### config.mk
export PLATFORM = sky130hd
export DESIGN_NAME = fp_mul_pipe
export DESIGN_NICKNAME = d
export VERILOG_FILES = /design/src/rtl/fp_mul_pipe.sv
export SDC_FILE = /design/constraint.sdc
export NUM_CORES = 2
export LEC_CHECK = 0
export CAP_MARGIN = 5
export CORE_AREA = 2 2 275 277
export CTS_CLUSTER_SIZE = 40
export DETAILED_ROUTE_END_ITERATION = 8
export DIE_AREA = 0 0 277 279
export GPL_ROUTABILITY_DRIVEN = 0
export PLACE_DENSITY_LB_ADDON = 0.2
export SYNTH_ARGS = -nofsm -noshare
export SYNTH_HDL_FRONTEND = slang
export SYNTH_SLANG_ARGS = --single-unit
### constraint.sdc
create_clock -name clk -period 15.9 [get_ports clk]
set_clock_uncertainty 0.2 [all_clocks]
set_input_delay 3.975 -clock clk [delete_from_list [all_inputs] [get_ports clk]]
set_output_delay 3.975 -clock clk [all_outputs]
set_load 0.1 [all_outputs]
### src/rtl/fp_mul_pipe.sv
// fp_mul_pipe: three-stage pipelined IEEE-754 multiplier with a valid/ready
// handshake, a pass-through tag, round-to-nearest-even and flush-to-zero.
// Stage 1 classifies the operands and forms the exponent sum and the significand product.
// Stage 2 normalises and rounds, and resolves the special cases.
// Stage 3 packs the result and holds it until the consumer accepts it.
// Optional feature macro: FP_MUL_FLAGS_EN adds the 4-bit flags output
// {invalid, overflow, underflow, inexact} and the logic that computes it.
module fp_mul_pipe #(
    parameter int EXP_W = 8,
    parameter int MAN_W = 23,
    parameter int TAG_W = 4
) (
    input  logic                   clk,
    input  logic                   rst,
    input  logic                   in_valid,
    output logic                   in_ready,
    input  logic [EXP_W+MAN_W:0]   IN1,
    input  logic [EXP_W+MAN_W:0]   IN2,
    input  logic [TAG_W-1:0]       in_tag,
    output logic                   out_valid,
    input  logic                   out_ready,
    output logic [EXP_W+MAN_W:0]   OUT,
`ifdef FP_MUL_FLAGS_EN
    output logic [3:0]             flags,
`endif
    output logic [TAG_W-1:0]       out_tag
);

    localparam int W  = 1 + EXP_W + MAN_W;
    localparam int EW = EXP_W + 2;          // signed working exponent width
    localparam int PW = 2 * MAN_W + 2;      // full significand product width

    localparam logic signed [EW-1:0] BIAS_S = EW'((1 << (EXP_W - 1)) - 1);
    localparam logic signed [EW-1:0] EMAX_S = EW'((1 << EXP_W) - 1);
    localparam logic signed [EW-1:0] ZERO_S = '0;
    localparam logic signed [EW-1:0] ONE_S  = EW'(1);
    localparam logic [EXP_W-1:0]     EXP_ONES = '1;
    localparam logic [MAN_W-1:0]     QNAN_MAN = {1'b1, {(MAN_W-1){1'b0}}};

    // Operation class decided in stage 1, consumed in stage 2
    localparam logic [1:0] K_NUM  = 2'd0;
    localparam logic [1:0] K_NAN  = 2'd1;
    localparam logic [1:0] K_INF  = 2'd2;
    localparam logic [1:0] K_ZERO = 2'd3;

    // ------------------------------------------------------------------
    // Handshake: each stage may load when it is empty or its successor
    // loads in the same cycle, so a full pipe still streams without bubbles.
    // ------------------------------------------------------------------
    logic v1, v2, v3;
    logic load1, load2, load3;

    assign load3     = !v3 || out_ready;
    assign load2     = !v2 || load3;
    assign load1     = !v1 || load2;
    assign in_ready  = load1 && !rst;
    assign out_valid = v3;

    // ------------------------------------------------------------------
    // Stage 1: unpack and classify both operands
    // ------------------------------------------------------------------
    logic [W-1:0]     op [2];
    logic [EXP_W-1:0] op_exp [2];
    logic [MAN_W-1:0] op_man [2];
    logic [1:0]       op_sign, op_nan, op_inf, op_zero;

    assign op[0] = IN1;
    assign op[1] = IN2;

    for (genvar gi = 0; gi < 2; gi++) begin : g_unpack
        assign op_sign[gi] = op[gi][W-1];
        assign op_exp[gi]  = op[gi][W-2 -: EXP_W];
        assign op_man[gi]  = op[gi][MAN_W-1:0];
        assign op_nan[gi]  = (op_exp[gi] == EXP_ONES) && (op_man[gi] != '0);
        assign op_inf[gi]  = (op_exp[gi] == EXP_ONES) && (op_man[gi] == '0);
        // Subnormals are flushed: exponent 0 counts as zero whatever the mantissa
        assign op_zero[gi] = (op_exp[gi] == '0);
    end

    logic                 inf_zero;
    logic [1:0]           s1_kind_next;
    logic signed [EW-1:0] s1_exp_next;
    logic [PW-1:0]        s1_prod_next;

    assign inf_zero     = (op_inf[0] && op_zero[1]) || (op_inf[1] && op_zero[0]);
    assign s1_exp_next  = $signed({2'b00, op_exp[0]}) + $signed({2'b00, op_exp[1]}) - BIAS_S;
    assign s1_prod_next = PW'({1'b1, op_man[0]}) * PW'({1'b1, op_man[1]});

    // Special-case priority: NaN / inf*zero, then infinity, then zero
    always_comb begin
        s1_kind_next = K_NUM;
        if ((|op_nan) || inf_zero) begin
            s1_kind_next = K_NAN;
        end else if (|op_inf) begin
            s1_kind_next = K_INF;
        end else if (|op_zero) begin
            s1_kind_next = K_ZERO;
        end
    end

    logic                 s1_sign;
    logic [1:0]           s1_kind;
    logic signed [EW-1:0] s1_exp;
    logic [PW-1:0]        s1_prod;
    logic [TAG_W-1:0]     s1_tag;
`ifdef FP_MUL_FLAGS_EN
    logic                 s1_invalid;
`endif

    // Stage 1 register: capture a new operation only on an input transfer
    always_ff @(posedge clk or posedge rst) begin
        if (rst) begin
            v1      <= 1'b0;
            s1_sign <= 1'b0;
            s1_kind <= K_NUM;
            s1_exp  <= '0;
            s1_prod <= '0;
            s1_tag  <= '0;
`ifdef FP_MUL_FLAGS_EN
            s1_invalid <= 1'b0;
`endif
        end else if (load1) begin
            v1 <= in_valid;
            if (in_valid) begin
                s1_sign <= op_sign[0] ^ op_sign[1];
                s1_kind <= s1_kind_next;
                s1_exp  <= s1_exp_next;
                s1_prod <= s1_prod_next;
                s1_tag  <= in_tag;
`ifdef FP_MUL_FLAGS_EN
                s1_invalid <= inf_zero;
`endif
            end
        end
    end

    // ------------------------------------------------------------------
    // Stage 2: normalise, round to nearest even, range check
    // ------------------------------------------------------------------
    logic signed [EW-1:0] norm_exp, rnd_exp;
    logic [MAN_W-1:0]     norm_man, rnd_man;
    logic [MAN_W:0]       man_sum;
    logic                 guard, sticky, round_up, ovf, unf;

    // Pick the fraction, guard and sticky bits on either side of the product MSB
    always_comb begin
        norm_exp = s1_exp;
        norm_man = s1_prod[PW-3 -: MAN_W];
        guard    = s1_prod[MAN_W-1];
        sticky   = |s1_prod[MAN_W-2:0];
        if (s1_prod[PW-1]) begin
            norm_exp = s1_exp + ONE_S;
            norm_man = s1_prod[PW-2 -: MAN_W];
            guard    = s1_prod[MAN_W];
            sticky   = |s1_prod[MAN_W-1:0];
        end
    end

    // A carry out of the fraction means the significand rounded up to 2.0:
    // the fraction bits are already zero, so only the exponent moves.
    assign round_up = guard && (sticky || norm_man[0]);
    assign man_sum  = {1'b0, norm_man} + (MAN_W+1)'(round_up);
    assign rnd_man  = man_sum[MAN_W-1:0];
    assign rnd_exp  = norm_exp + EW'(man_sum[MAN_W]);
    assign ovf      = rnd_exp >= EMAX_S;
    assign unf      = rnd_exp <= ZERO_S;

    logic             res_sign;
    logic [EXP_W-1:0] res_exp;
    logic [MAN_W-1:0] res_man;
`ifdef FP_MUL_FLAGS_EN
    logic [3:0]       res_flags;
`endif

    // Resolve the final sign/exponent/fraction and flags for each class
    always_comb begin
        res_sign = s1_sign;
        res_exp  = rnd_exp[EXP_W-1:0];
        res_man  = rnd_man;
`ifdef FP_MUL_FLAGS_EN
        res_flags = 4'b0000;
`endif
        case (s1_kind)
            K_NAN: begin
                res_sign = 1'b0;
                res_exp  = EXP_ONES;
                res_man  = QNAN_MAN;
`ifdef FP_MUL_FLAGS_EN
                res_flags = {s1_invalid, 3'b000};
`endif
            end
            K_INF: begin
                res_exp = EXP_ONES;
                res_man = '0;
            end
            K_ZERO: begin
                res_exp = '0;
                res_man = '0;
            end
            default: begin
                if (ovf) begin
                    res_exp = EXP_ONES;
                    res_man = '0;
`ifdef FP_MUL_FLAGS_EN
                    res_flags = 4'b0101;
`endif
                end else if (unf) begin
                    res_exp = '0;
                    res_man = '0;
`ifdef FP_MUL_FLAGS_EN
                    res_flags = 4'b0011;
`endif
                end else begin
`ifdef FP_MUL_FLAGS_EN
                    res_flags = {3'b000, guard | sticky};
`endif
                end
            end
        endcase
    end

    logic             s2_sign;
    logic [EXP_W-1:0] s2_exp;
    logic [MAN_W-1:0] s2_man;
    logic [TAG_W-1:0] s2_tag;
`ifdef FP_MUL_FLAGS_EN
    logic [3:0]       s2_flags;
`endif

    // Stage 2 register: advance when stage 3 can take the current contents
    always_ff @(posedge clk or posedge rst) begin
        if (rst) begin
            v2      <= 1'b0;
            s2_sign <= 1'b0;
            s2_exp  <= '0;
            s2_man  <= '0;
            s2_tag  <= '0;
`ifdef FP_MUL_FLAGS_EN
            s2_flags <= 4'b0000;
`endif
        end else if (load2) begin
            v2 <= v1;
            if (v1) begin
                s2_sign <= res_sign;
                s2_exp  <= res_exp;
                s2_man  <= res_man;
                s2_tag  <= s1_tag;
`ifdef FP_MUL_FLAGS_EN
                s2_flags <= res_flags;
`endif
            end
        end
    end

    // ------------------------------------------------------------------
    // Stage 3: pack and hold; contents freeze while the consumer stalls
    // ------------------------------------------------------------------
    always_ff @(posedge clk or posedge rst) begin
        if (rst) begin
            v3      <= 1'b0;
            OUT     <= '0;
            out_tag <= '0;
`ifdef FP_MUL_FLAGS_EN
            flags   <= 4'b0000;
`endif
        end else if (load3) begin
            v3 <= v2;
            if (v2) begin
                OUT     <= {s2_sign, s2_exp, s2_man};
                out_tag <= s2_tag;
`ifdef FP_MUL_FLAGS_EN
                flags   <= s2_flags;
`endif
            end
        end
    end

endmodule

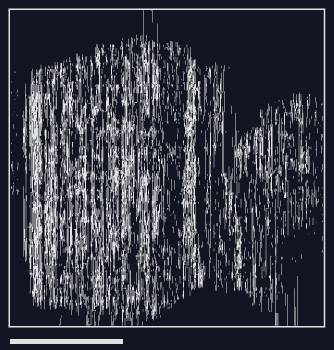
Figure 1: M2 wires.
The bar under the picture is 100 um long.
main direction: vertical
nets with wire on the layer: 3019
share of all routed wire: 46%
wire length on this layer: 34.2 mm

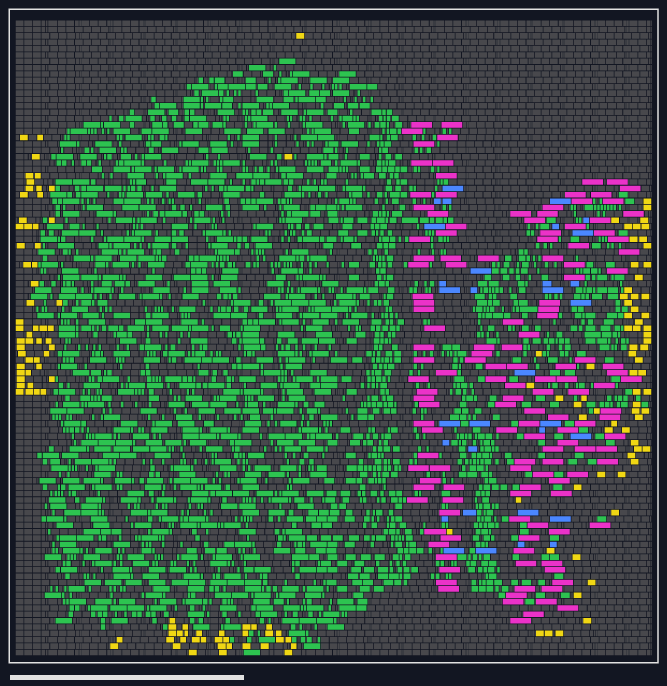
Figure 2: cells coloured by class.
The bar under the picture is 100 um long. Fill, decap, tap and diode cells in grey.
| colour | class | cells | share of their area |
|---|---|---|---|
| magenta | registers | 140 | 13% |
| green | remaining logic cells | 2564 | 80% |
| blue | clock drivers and dummy loads | 32 | 2.1% |
| yellow | remaining buffers and delay cells | 155 | 5.3% |

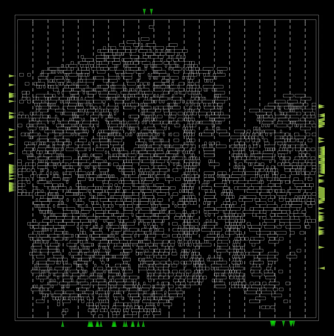
Figure 3: cell placement.
Tapcells: 969
final core utilization: 38.4%
non-filler instance count after layout: 3861

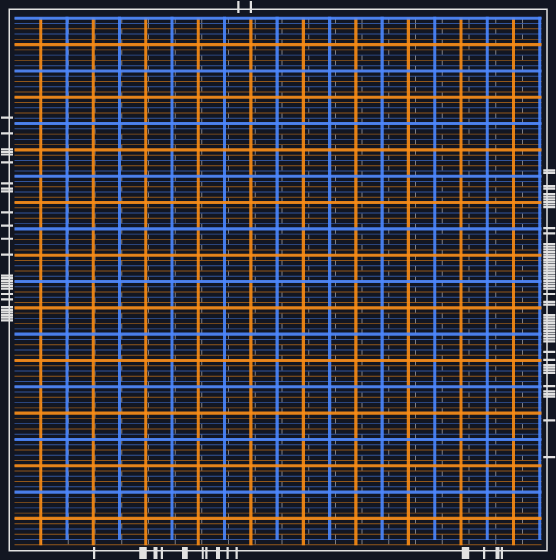
Figure 4: PDN straps and rails.
Pins as bars on the die edge. Tap cells in grey.
| colour | net |
|---|---|
| orange | VSS |
| blue | VDD |
signal pins: 110
tap cells: 969
die y size: 279 um
core area: 0.0741 sq mm

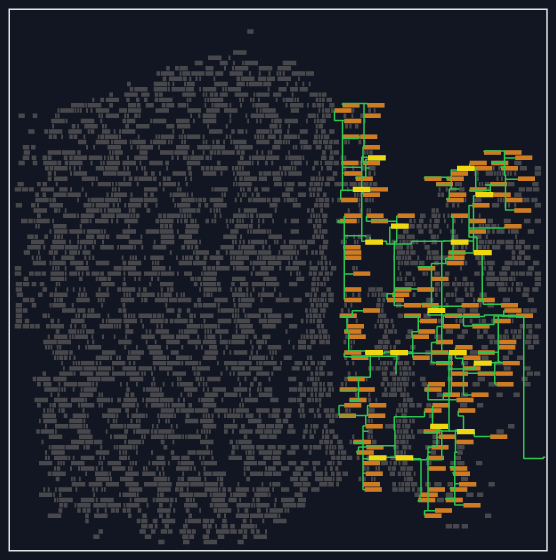
Figure 5: clock wires, drivers and flops.
[green] clock wires | length: 2020 um
[orange] flip-flops | count: 140
[yellow] clock-net drivers | count: 17
routed clock nets: 18

==> metrics.yaml <==
crit_end: "s1_prod[47]"
flops: 140
cts_resized: 0
top_regs: "s1_prod (48), OUT (32), s2_man (23)"
outcome: "completed"
endpoint_kind: "flop"
wl_met3_um: 4300
cp_max_fo: 25
simple_gate_share_pct: 16.5
routed_via_density: 4.97
fmax_mhz: 84.7
seqCellArea_sq_mm: 0.00350
most-common-layout-cells: "inv_1 (590), fa_1 (483), nand2_1 (419)"
netlist_area_sq_mm: 0.0257
warnings: 31
min_to: "s1_prod[0]"
reg2reg_to: "s2_man[22]"
largest_area_cell: "fa_1"
drive_gt1_share_pct: 4.77
layout_setup_ws_ns: 4.10
aoi_share_pct: 6.49
seq_area_share_pct: 12.3
cts_tree: "built"
antenna_cells: 1
nets: 3628
hp-start: "s1_prod[0]"
track_usage_pct: 19.7
synth_area_per_cell_sq_um: 9.03
crit_cells: 23
top_logic_kind: "adder cells"
n_all_buffers: 155
cp_slowest_cell: "clkdlybuf4s50_1"
mostFrequentLayoutCell: "inv_1"
die_x_um: 277
critical_path.top_delay_family: "adder cells"
synthMostInstantiatedCell: "inv_1"
reg2reg_slack_ns: 10.13
